==> config.mk <==
export PLATFORM = sky130hd
export DESIGN_NAME = dffsr_vec_lfsr
export DESIGN_NICKNAME = d
export VERILOG_FILES = /design/src/rtl/dffsr_test_pkg.sv /design/src/rtl/dffsr_vec_lfsr.sv
export SDC_FILE = /design/constraint.sdc
export NUM_CORES = 1
export LEC_CHECK = 0
export CORE_AREA = 2 2 39 41
export CTS_CLUSTER_DIAMETER = 80
export CTS_CLUSTER_SIZE = 12
export DETAILED_ROUTE_END_ITERATION = 8
export DIE_AREA = 0 0 41 43
export HOLD_SLACK_MARGIN = 0.06
export MAX_ROUTING_LAYER = met4
export PLACE_DENSITY = 0.46
export SLEW_MARGIN = 25
export SYNTH_ARGS = -nofsm -noshare
export SYNTH_HDL_FRONTEND = slang
export SYNTH_SLANG_ARGS = --single-unit
==> constraint.sdc <==
create_clock -name clk -period 2.21 [get_ports clk]
set_input_delay 0.442 -clock clk [delete_from_list [all_inputs] [get_ports clk]]
set_output_delay 0.442 -clock clk [all_outputs]
set_load 0.05 [all_outputs]
Met2 routing:
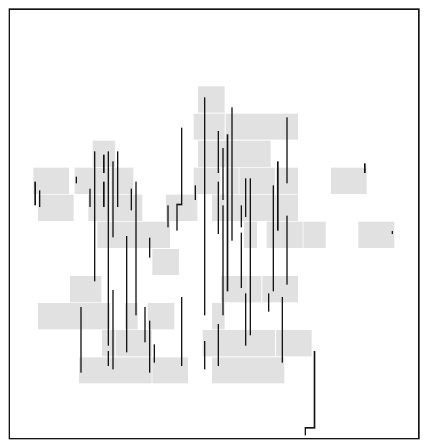
37 nets have wire on it. The longest straight run is 21.8 µm. The layer carries 294 µm of wire. The layer holds 49% of the routed length.
routed wire length: 598 µm
vias after detailed routing: 240

Nets reached from selected ports:
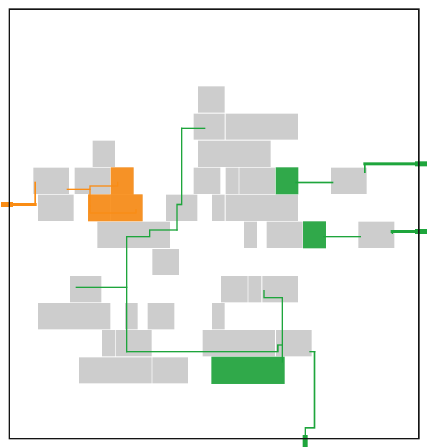
Key: `reset_n` = orange [direction input, end cells 3, buffers 1, wire 17.3 µm]; `vec_o` = green [direction output, end cells 3, buffers 3, wire 85.8 µm]
number of port buffers: 6
# IOs: 7

==> results.toml <==
# yosys + openroad results
[logic_synthesis]
mux_share_pct = 14.8
yosys_area_um2 = 338
yosysMostFrequentCell = "dfxtp_1"
topCombFamilyByArea = "simple AND/OR/NAND/NOR gates"
synth-compound-area-share_pct = 6.30
synth_nets = 38
ys_warn_count = 0

[placement]
gp_congestion = 0.679

[clock_tree]
cts_hold_buf = 0
clockBufferDepth = 2
numCtsBuffers = 3

[timing]
worstMarginPinSlew_ns = 0.492
finalClockPeriodUsage_pct = 91.8
skew_ns = 0.000169
rsz0062_at_grt = "no"
fmax_ghz = 0.493

[global_routing]
grt_pass1_wl_um = 1090
grt-ovfl-total = 0

[min_path]
hold_class = "reg2reg"

[detailed_routing]
top_layer = "met4"

[status]
status = "complete, no violations"

[floorplanning]
die_area_mm2 = 0.00176

[setup_path]
rrSetupSlack_ns = 1.28
worst_ep_required_time_ns = 1.77
layout make-up:
| class | instances | area share (%) |
|---|---|---|
| Sequential cell | 8 | 38.1 |
| Multi-Input combinational cell | 23 | 37.5 |
| Timing Repair Buffer | 6 | 14.3 |
| Clock buffer | 3 | 5.36 |
| Tap cell | 16 | 4.76 |
power groups by stage:
stage / combinational, mW / sequential, mW / clock (mW)
final: 0.0373 / 0.156 / 0.109
after global routing: 0.0410 / 0.157 / 0.124
after CTS: 0.0380 / 0.156 / 0.114
after detailed placement: 0.0379 / 0.159 / 0
after global placement: 0.0370 / 0.159 / 0
after floorplan: 0.0293 / 0.156 / 0
Power and IR drop assume default switching activity.
